### Sequential cells grouped by signal name, run 1

Drawn at 10 px/um. Other cells in grey.
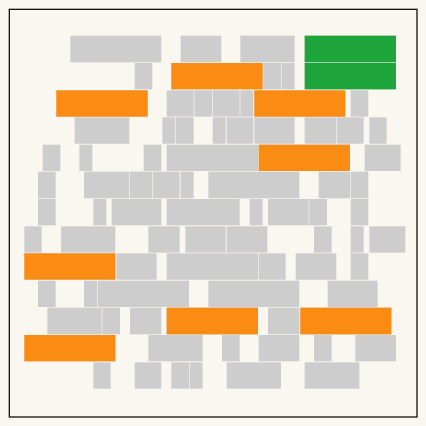
### Placement density heat map, run 1

Drawn at 6 px/um. 8 x 8 tiles, from dark purple (low) to yellow (high), 0 to 100% covered.
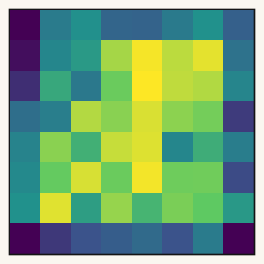
### Clock wiring as the flow saved it, run 1

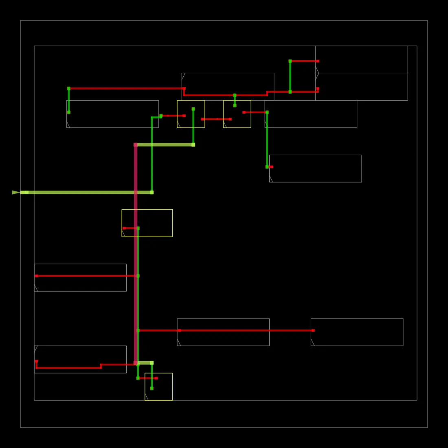
### src/rtl/merger_pkg.sv
// Shared definitions for the SpGEMM coordinate merger: coordinate width,
// drained-lane sentinel and comparator-tree sizing helper.
package merger_pkg;

    localparam int COORD_BITS = 8;

    // Drained lanes present this value so they lose to any live coordinate.
    localparam logic [COORD_BITS-1:0] COORD_SENTINEL = '1;

    // Number of operands alive at tree level lvl when the tree has n leaves.
    function automatic int level_width(input int n, input int lvl);
        return (n + (1 << lvl) - 1) >> lvl;
    endfunction

endpackage

### src/rtl/merger_cmp_node.sv
// Two-input unsigned minimum with lane index; the left (lower-index) operand
// wins ties so the fetch request stays deterministic.
module merger_cmp_node import merger_pkg::*; #(
    parameter int W  = COORD_BITS,
    parameter int IW = 1
) (
    input  logic [W-1:0]  a_val_i,
    input  logic [IW-1:0] a_idx_i,
    input  logic [W-1:0]  b_val_i,
    input  logic [IW-1:0] b_idx_i,
    output logic [W-1:0]  min_val_o,
    output logic [IW-1:0] min_idx_o
);

    logic take_b;

    assign take_b    = (b_val_i < a_val_i);
    assign min_val_o = take_b ? b_val_i : a_val_i;
    assign min_idx_o = take_b ? b_idx_i : a_idx_i;

endmodule

### src/rtl/merger.sv
// Radix-N coordinate merger: registers the minimum lane coordinate every cycle
// and, when selected downstream, a one-hot fetch request to the winning lane.
module merger import merger_pkg::*; #(
    parameter int MERGER_RADIX      = 2,
    parameter int MERGER_COORD_BITS = COORD_BITS
) (
    input  logic                                   clock,
    input  logic                                   reset,
    input  logic [MERGER_RADIX*MERGER_COORD_BITS-1:0] coord_in,
    output logic [MERGER_COORD_BITS-1:0]           coord,
    input  logic                                   selected,
    output logic [MERGER_RADIX-1:0]                fetch_next
);

    localparam int W      = MERGER_COORD_BITS;
    localparam int IW     = $clog2(MERGER_RADIX);
    localparam int LEVELS = $clog2(MERGER_RADIX);

    logic [W-1:0]  lvl_val [LEVELS+1][MERGER_RADIX];
    logic [IW-1:0] lvl_idx [LEVELS+1][MERGER_RADIX];

    logic [W-1:0]            coord_d,  coord_q;
    logic [MERGER_RADIX-1:0] fetch_d,  fetch_q;

    genvar l, j;

    for (j = 0; j < MERGER_RADIX; j++) begin : g_leaf
        assign lvl_val[0][j] = coord_in[j*W +: W];
        assign lvl_idx[0][j] = IW'(j);
    end

    // Pairs (2j, 2j+1) reduce into slot j; an unpaired last operand rides up.
    for (l = 0; l < LEVELS; l++) begin : g_level
        for (j = 0; j < MERGER_RADIX; j++) begin : g_slot
            if (j < level_width(MERGER_RADIX, l + 1)) begin : g_used
                if (2*j + 1 < level_width(MERGER_RADIX, l)) begin : g_cmp
                    merger_cmp_node #(
                        .W  (W),
                        .IW (IW)
                    ) u_node (
                        .a_val_i   (lvl_val[l][2*j]),
                        .a_idx_i   (lvl_idx[l][2*j]),
                        .b_val_i   (lvl_val[l][2*j+1]),
                        .b_idx_i   (lvl_idx[l][2*j+1]),
                        .min_val_o (lvl_val[l+1][j]),
                        .min_idx_o (lvl_idx[l+1][j])
                    );
                end else begin : g_pass
                    assign lvl_val[l+1][j] = lvl_val[l][2*j];
                    assign lvl_idx[l+1][j] = lvl_idx[l][2*j];
                end
            end else begin : g_unused
                assign lvl_val[l+1][j] = '0;
                assign lvl_idx[l+1][j] = '0;
            end
        end
    end

    always_comb begin
        // NOTE: default every output first so no path leaves it unassigned (no latch).
        fetch_d = '0;
        coord_d = lvl_val[LEVELS][0];
        if (selected) begin
            fetch_d[lvl_idx[LEVELS][0]] = 1'b1;
        end
    end

    // NOTE: sequential state uses non-blocking assignments only.
    always_ff @(posedge clock or posedge reset) begin
        if (reset) begin
            coord_q <= '0;
            fetch_q <= '0;
        end else begin
            coord_q <= coord_d;
            fetch_q <= fetch_d;
        end
    end

    assign coord      = coord_q;
    assign fetch_next = fetch_q;

endmodule

### config.mk
export PLATFORM = sky130hd
export DESIGN_NAME = merger
export DESIGN_NICKNAME = d
export VERILOG_FILES = /design/src/rtl/merger_pkg.sv /design/src/rtl/merger_cmp_node.sv /design/src/rtl/merger.sv
export SDC_FILE = /design/constraint.sdc
export NUM_CORES = 1
export LEC_CHECK = 0
export ABC_AREA = 0
export CORE_UTILIZATION = 38
export DETAILED_ROUTE_END_ITERATION = 8
export GPL_TIMING_DRIVEN = 0
export PLACE_DENSITY = 0.77
export SYNTH_ARGS = -nofsm -noshare
export SYNTH_HDL_FRONTEND = slang
export SYNTH_HIERARCHICAL = 1
export SYNTH_SLANG_ARGS = --single-unit
export TNS_END_PERCENT = 50
### constraint.sdc
create_clock -name clock -period 0.8 [get_ports clock]
set_clock_uncertainty 0.2 [all_clocks]
set_input_delay 0.16 -clock clock [delete_from_list [all_inputs] [get_ports clock]]
set_output_delay 0.16 -clock clock [all_outputs]
set_load 0.02 [all_outputs]
==> out/metrics.yaml, run 1 <==
pwr:
  p_int_mw: 1.122
  power.group.top: "registers"
  p_switching_mw: 0.4486
  switching_share: 0.2856
  power.density_nw_per_um2: 1637
  p_comb_mw: 0.532
  irDropWorstVdd_v: 0.001127
  p_leak_nw: 0.4779
cts:
  cts_max_level: 1
  cts_tree: "built"
  cts_buffer_depth: 2
  ctsRootBufferMaster: "clkbuf_4"
  cts_buffers: 3
  path_clk_slew_ps: 70
  postCtsSetupBuffers: 4
  postCtsResizedCells: 117
logic_synthesis:
  top_area_frac: 0.4415
  simple_gate_area_frac: 0.05740
  syn_inst: 48
  top_area_cell: "dfrtp_1"
  adder_share: 0.1545
  ys_sh_aoi: 0.09492
  yosys_warnings: 6
  syn_nets: 74
  syn_area_per_cell_um2: 11.81
  yosys-stat-cells: 48
  yosys_area_um2: 566.8
  top_cells_by_area: "dfrtp_1 (44%), mux2_2 (18%), ha_1 (15%)"
  syn-cell-area_um2: 566.8
  synth-seq-cells: 10
route:
  avgRoutedWirePerCell_um: 13.23
  drc_errors: 0
  totalWireLength_um: 1310
  ant_nets: 0
  dr.pass1.iters: 3
  vias: 471
  via_per_inst: 4.758
  drt_first_iter_violations: 5
global_routing:
  antenna_found_initial: 0
  gr-total-overflow: 0
  grt_max_degree: 11
  grt_pass1_vias: 433
layout:
  drive_gt1_frac: 0.7143
  design_area_um2: 959.7
  comb_area_frac: 0.4094
  antennaDiodeCount: 0
  lay_top_cells: "buf_2 (19), dfrtp_1 (10), ha_4 (6), mux2_4 (5)"
  inverters: 9
  n_all_buffers: 32
  clk_share: 0.03781
  layout.nonclk_buf_frac: 0.2321
die:
  well_tap_count: 15
  rows: 13
  dieArea_um2: 1650
  io_pins: 29
  die_w_um: 40.62
  die_h_um: 40.62
flow_run:
  warning_count: 31
  maxCapViolCount: 0
final_timing:
  hold_slack_ps: -71.23
  fin_crit_ps: 1751
  report.final.slew_viol_count: 0
  worst_slack_ps: -951.2
  rsz0062_at_grt: "true"
  max_freq_mhz: 571.0
  hold_viol: 18
  setup_violations: 20
place:
  place_ws_ps: -1927
  io_buffer_count: 28
  dp_hpwl_um: 855.6
  place_congestion: 0.6837
  dp_cells: 91
worst_setup_path:
  worstSetupEndpointType: "register"
  critical_path_class: "primary input to register"
  worstPathArrival_ps: 1710
  path_max_fanout: 3
  startpoint_type: "primary input"
  crit_required_ps: 760
status:
  violations: "hold timing, setup timing"
  outcome: "complete, but fails checks"
hold_path:
  hold_path_class: "primary input to register"
Notes on 'Sequential cells grouped by signal name' above:
Orange is coord, sequential cells 8. Green is fetch_next, sequential cells 2.
Core Util, Final: 0.7108
seq pwr: 0.573 mW
Sequential cell area: 250.2 um^2
Seq/total area: 0.2608

Notes on 'Placement density heat map' above:
The densest ninth of the die: centre. The emptiest ninth of the die: north-west. 39% of the tiles are over 75% full. 4.7% of the tiles are nearly empty. The fullest tile reaches 100%. The mean over all tiles is 57%.
Pre-Place Util: 0.4198
core area: 1350 um^2

Notes on 'Clock wiring as the flow saved it' above:
number of sequential cells: 10
CLK BUF: 4
Clk. pwr: 0.466 mW

-- run 1: final timing paths --
path | startpoint | end | slack [ps] | cells after the start
max | coord_in[9] | fetch_next[0] | -950 | 7
min | coord_in[9] | coord[1] | -70 | 2
max in group asynchronous | reset | coord[6] | 140 | 2
min in group asynchronous | reset | coord[1] | -30 | 2
-- run 1: worst max-delay path: stages --
cell,delay (ps)
buf_8,100
ha_4,220
a2111o_1,400
a211oi_4,300
buf_4,170
mux2_4,150
and2b_2,200
-- run 1: routing by layer --
metal  routed length, um  share of wire  track usage  up-vias
met1                 544           0.42       0.2068      218
met5                   0              0            0        -
met2                 659           0.50       0.2937       19
met4                  21          0.016       0.1250        0
met3                  84          0.064      0.06522        2
li1                    -              -            -      232
-- run 1: logic make-up (layout without fill, tap and decap cells) --
group / count (synthesis) / count (layout)
compound gates: 6 / 6
fa+ha+maj: 7 / 7
buf+inv: 9 / 45
flops: 10 / 10
mux: 9 / 9
other cells: 2 / 2
simple gates: 5 / 5
-- run 1: through the flow --
step / utilization / total power [mW]
after floorplan: - / 0.8260
after global placement: 0.6571 / 1.055
after detailed placement: 0.6571 / 1.062
after CTS: 0.6960 / 1.546
after global routing: 0.7108 / 1.665
final: 0.7108 / 1.571
-- run 1: cell usage after synthesis --
| cell | count |
|---|---|
| a21oi_1 | 1 |
| a211oi_1 | 1 |
| and2b_2 | 1 |
| mux2_2 | 9 |
| nand2b_1 | 1 |
| nand4_1 | 1 |
| dfrtp_1 | 10 |
| o21ai_0 | 2 |
| nor2_1 | 1 |
| a2111o_1 | 1 |
| and2_2 | 1 |
| inv_1 | 9 |
| conb_1 | 2 |
| ha_1 | 7 |
| a211oi_4 | 1 |
-- run 1: registers in the layout, summed over array words and instances, names as in the netlist --
signal,flops
fetch_next,2
coord,8
==> run 2, diff against run 1 <==
- CTS_CLUSTER_DIAMETER: default -> 50
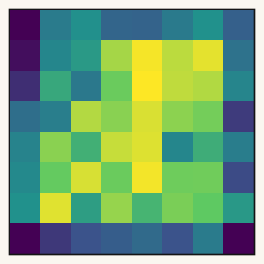
*Placement density heat map, run 2*
Drawn at 6 px/um. 8 x 8 tiles, from dark purple (low) to yellow (high), 0 to 100% covered.
The densest ninth of the die: centre. The fullest tile reaches 100%. 4.7% of the tiles are nearly empty.

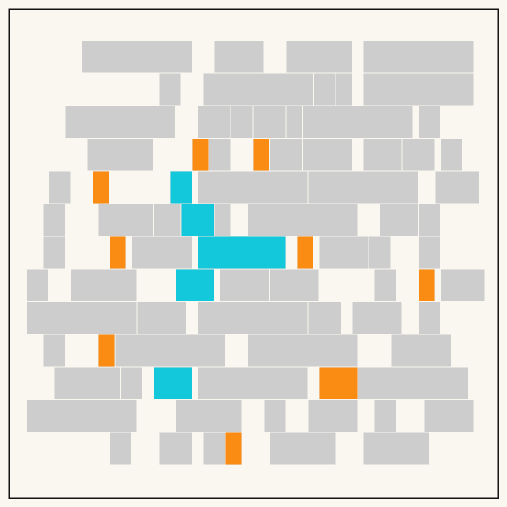
*Gate families picked out, run 2*
Drawn at 12 px/um.
Orange is inv cells, cells 9. Cyan is aoi and oai cells, cells 5.
fin cells: 99
most frequent logic cell in the layout: buf_2
fraction of area in multi-input gates: 0.4094

==> run 2 against run 1 <==
  * Wire length unchanged
  * Sequential power is essentially flat
  * Non-clock buffer count unchanged
  * Highest routed layer unchanged
  * Synthesized cell count unchanged
  * Core utilization did not move
  * Global-route usage unchanged
  * The flow still finishes with violations (hold timing, setup timing)
  * Cell area did not move
  * Via count unchanged
  * Critical path depth is the same
==> out/metrics.yaml, run 2 <==
layout:
  lay_top_cells: "buf_2 (19), dfrtp_1 (10), ha_4 (6), mux2_4 (5)"  # unchanged
  largest_reg_flops: 8  # unchanged
  antennaDiodeCount: 0  # unchanged
  regArea_um2: 250.2  # unchanged
  drive_gt1_frac: 0.7143  # unchanged
logic_synthesis:
  syn-cell-area_um2: 566.8  # unchanged
  most_common_cell: "dfrtp_1"  # unchanged
  yosys-stat-cells: 48  # unchanged
  top_cells_by_area: "dfrtp_1 (44%), mux2_2 (18%), ha_1 (15%)"  # unchanged
  top_area_frac: 0.4415  # unchanged
  synth-seq-cells: 10  # unchanged
  top_area_cell: "dfrtp_1"  # unchanged
  yosys_area_um2: 566.8  # unchanged
  syn_nets: 74  # unchanged
  syn_area_per_cell_um2: 11.81  # unchanged
  syn_inst: 48  # unchanged
  yosys-top-cells-count: "dfrtp_1 (10), inv_1 (9), mux2_2 (9), ha_1 (7)"  # unchanged
  adder_share: 0.1545  # unchanged
  synthArstFlopShare: 1.000  # unchanged
  ys.flop_type: "dfrtp_1"  # unchanged
  simple_gate_area_frac: 0.05740  # unchanged
  ys_sh_aoi: 0.09492  # unchanged
  synth-edff-count: 0  # unchanged
pwr:
  irDropWorstVdd_v: 0.001127  # unchanged
  power.density_nw_per_um2: 1637  # unchanged
  switching_share: 0.2856  # unchanged
  p_int_mw: 1.122  # unchanged
  p_leak_nw: 0.4779  # unchanged
worst_setup_path:
  slowest_stage: "a2111o_1"  # unchanged
  cp-startpoint: "coord_in[9]"  # unchanged
  cp_cell_sequence: "buf_8, ha_4, a2111o_1, a211oi_4, buf_4, mux2_4, and2b_2"  # unchanged
  crit_required_ps: 760  # about the same
  path_max_fanout: 3  # unchanged
  worstPathArrival_ps: 1710  # about the same
  cp_top_family: "AND-OR/OR-AND gates"  # unchanged
  worstSetupEndpointType: "register"  # unchanged
  startpoint_type: "primary input"  # unchanged
  critical_path_class: "primary input to register"  # unchanged
final_timing:
  max_freq_mhz: 571.0  # unchanged
  fin_crit_ps: 1751  # unchanged
  rsz0062_at_grt: "true"  # unchanged
  hold_slack_ps: -71.23  # unchanged
  hold_viol: 18  # unchanged
  worst_slack_ps: -951.2  # unchanged
  setup_violations: 20  # unchanged
route:
  drt_first_iter_violations: 5  # unchanged
  ant_nets: 0  # unchanged
  vias: 471  # unchanged
  via_per_inst: 4.758  # unchanged
  dr_wl_met2_um: 659  # unchanged
  drc_errors: 0  # unchanged
  met1Wirelength_um: 544  # unchanged
  totalWireLength_um: 1310  # unchanged
  avgRoutedWirePerCell_um: 13.23  # unchanged
  dr.pass1.iters: 3  # unchanged
  highest_layer: "met4"  # unchanged
status:
  outcome: "complete, but fails checks"  # unchanged
  violations: "hold timing, setup timing"  # unchanged
cts:
  cts_tree: "built"  # unchanged
  cts_buffer_depth: 2  # unchanged
  cts_buffers: 3  # unchanged
  path_clk_slew_ps: 70  # about the same
  cts_max_level: 1  # unchanged
  ctsRootBufferMaster: "clkbuf_4"  # unchanged
die:
  rows: 13  # unchanged
  fp_util: 0.4198  # unchanged
  die_h_um: 40.62  # unchanged
  die_w_um: 40.62  # unchanged
  dieArea_um2: 1650  # unchanged
  design.core.area_um2: 1350  # unchanged
  io_pins: 29  # unchanged
global_routing:
  grt_pass1_wl_um: 1849  # unchanged
  grtUsageMet3: 0.06522  # unchanged
  gr-total-overflow: 0  # unchanged
  top_usage_layer: "met2"  # unchanged
  antenna_found_initial: 0  # unchanged
  grt_pass1_vias: 433  # unchanged
  gr-usage-met1: 0.2068  # unchanged
  grt_max_degree: 11  # unchanged
hold_path:
  min_from: "coord_in[9]"  # unchanged
  hold_path_class: "primary input to register"  # unchanged
flow_run:
  warning_count: 31  # unchanged
  maxCapViolCount: 0  # unchanged
place:
  dp_cells: 91  # unchanged
  io_buffer_count: 28  # unchanged
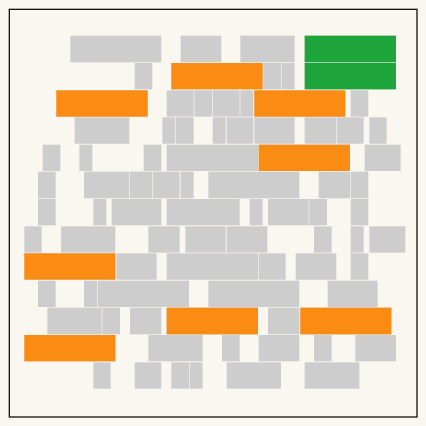
*Sequential cells grouped by signal name, run 2*
Drawn at 10 px/um. Other cells in grey.
Green is fetch_next, sequential cells 2. Orange is coord, sequential cells 8.

==> run 2: cell counts after synthesis <==
Identical to the previous run, type by type.
==> run 2: power by group through the flow <==
stage / Sequential [mW] / Clock, mW / Combinational, mW
finish: 0.573 / 0.466 / 0.532
global placement: 0.580 / 0 / 0.474
CTS: 0.571 / 0.487 / 0.489
detailed placement: 0.583 / 0 / 0.480
global route: 0.578 / 0.507 / 0.580
floorplan: 0.654 / 0 / 0.172
==> run 2: final timing paths <==
kind / end / cells past startpoint
max in group asynchronous: coord[6] / 2
worst max-delay path: fetch_next[0] / 7
worst min-delay path: coord[1] / 2
min in group asynchronous: coord[1] / 2
==> run 2: metrics by stage <==
stage	util	cell area [um^2]	hold slack, ps	power (mW)	setup slack [ps]
6_report	0.7108	959.7	-71.23	1.571	-951.2
5_1_grt	0.7108	959.7	-75.95	1.665	-987.5
4_1_cts	0.6960	939.7	-77.80	1.546	-890.9
3_5_place_dp	0.6571	887.1	269.3	1.062	-1927
3_3_place_gp	0.6571	887.1	272.7	1.055	-1899
2_1_floorplan	-	588.1	-199.8	0.8260	-1183
==> run 2: cells by family after synthesis <==
logic type	count (synthesis)
AND-OR/OR-AND	6
adder cells (fa/ha/maj)	7
buffers and inverters	9
flip-flops	10
multiplexers	9
other	2
AND/OR/NAND/NOR	5
==> run 2: cell type report <==
| class | instances | share of cell area |
|---|---|---|
| clock buffers | 4 | 0.03781 |
| inverters | 9 | 0.04042 |
| multi-input cells | 29 | 0.4094 |
| flip-flops and latches | 10 | 0.2608 |
| well taps | 15 | 0.01956 |
| repair buffers | 32 | 0.2321 |
==> run 2: timing repair <==
item	4_1_cts	5_1_grt
endpoints found under the hold margin	16	8
buffers inserted	4	0
pin swaps	11	2
endpoints found under the setup margin	20	20
gates resized	117	15
Power is estimated from default activity; no workload was simulated.
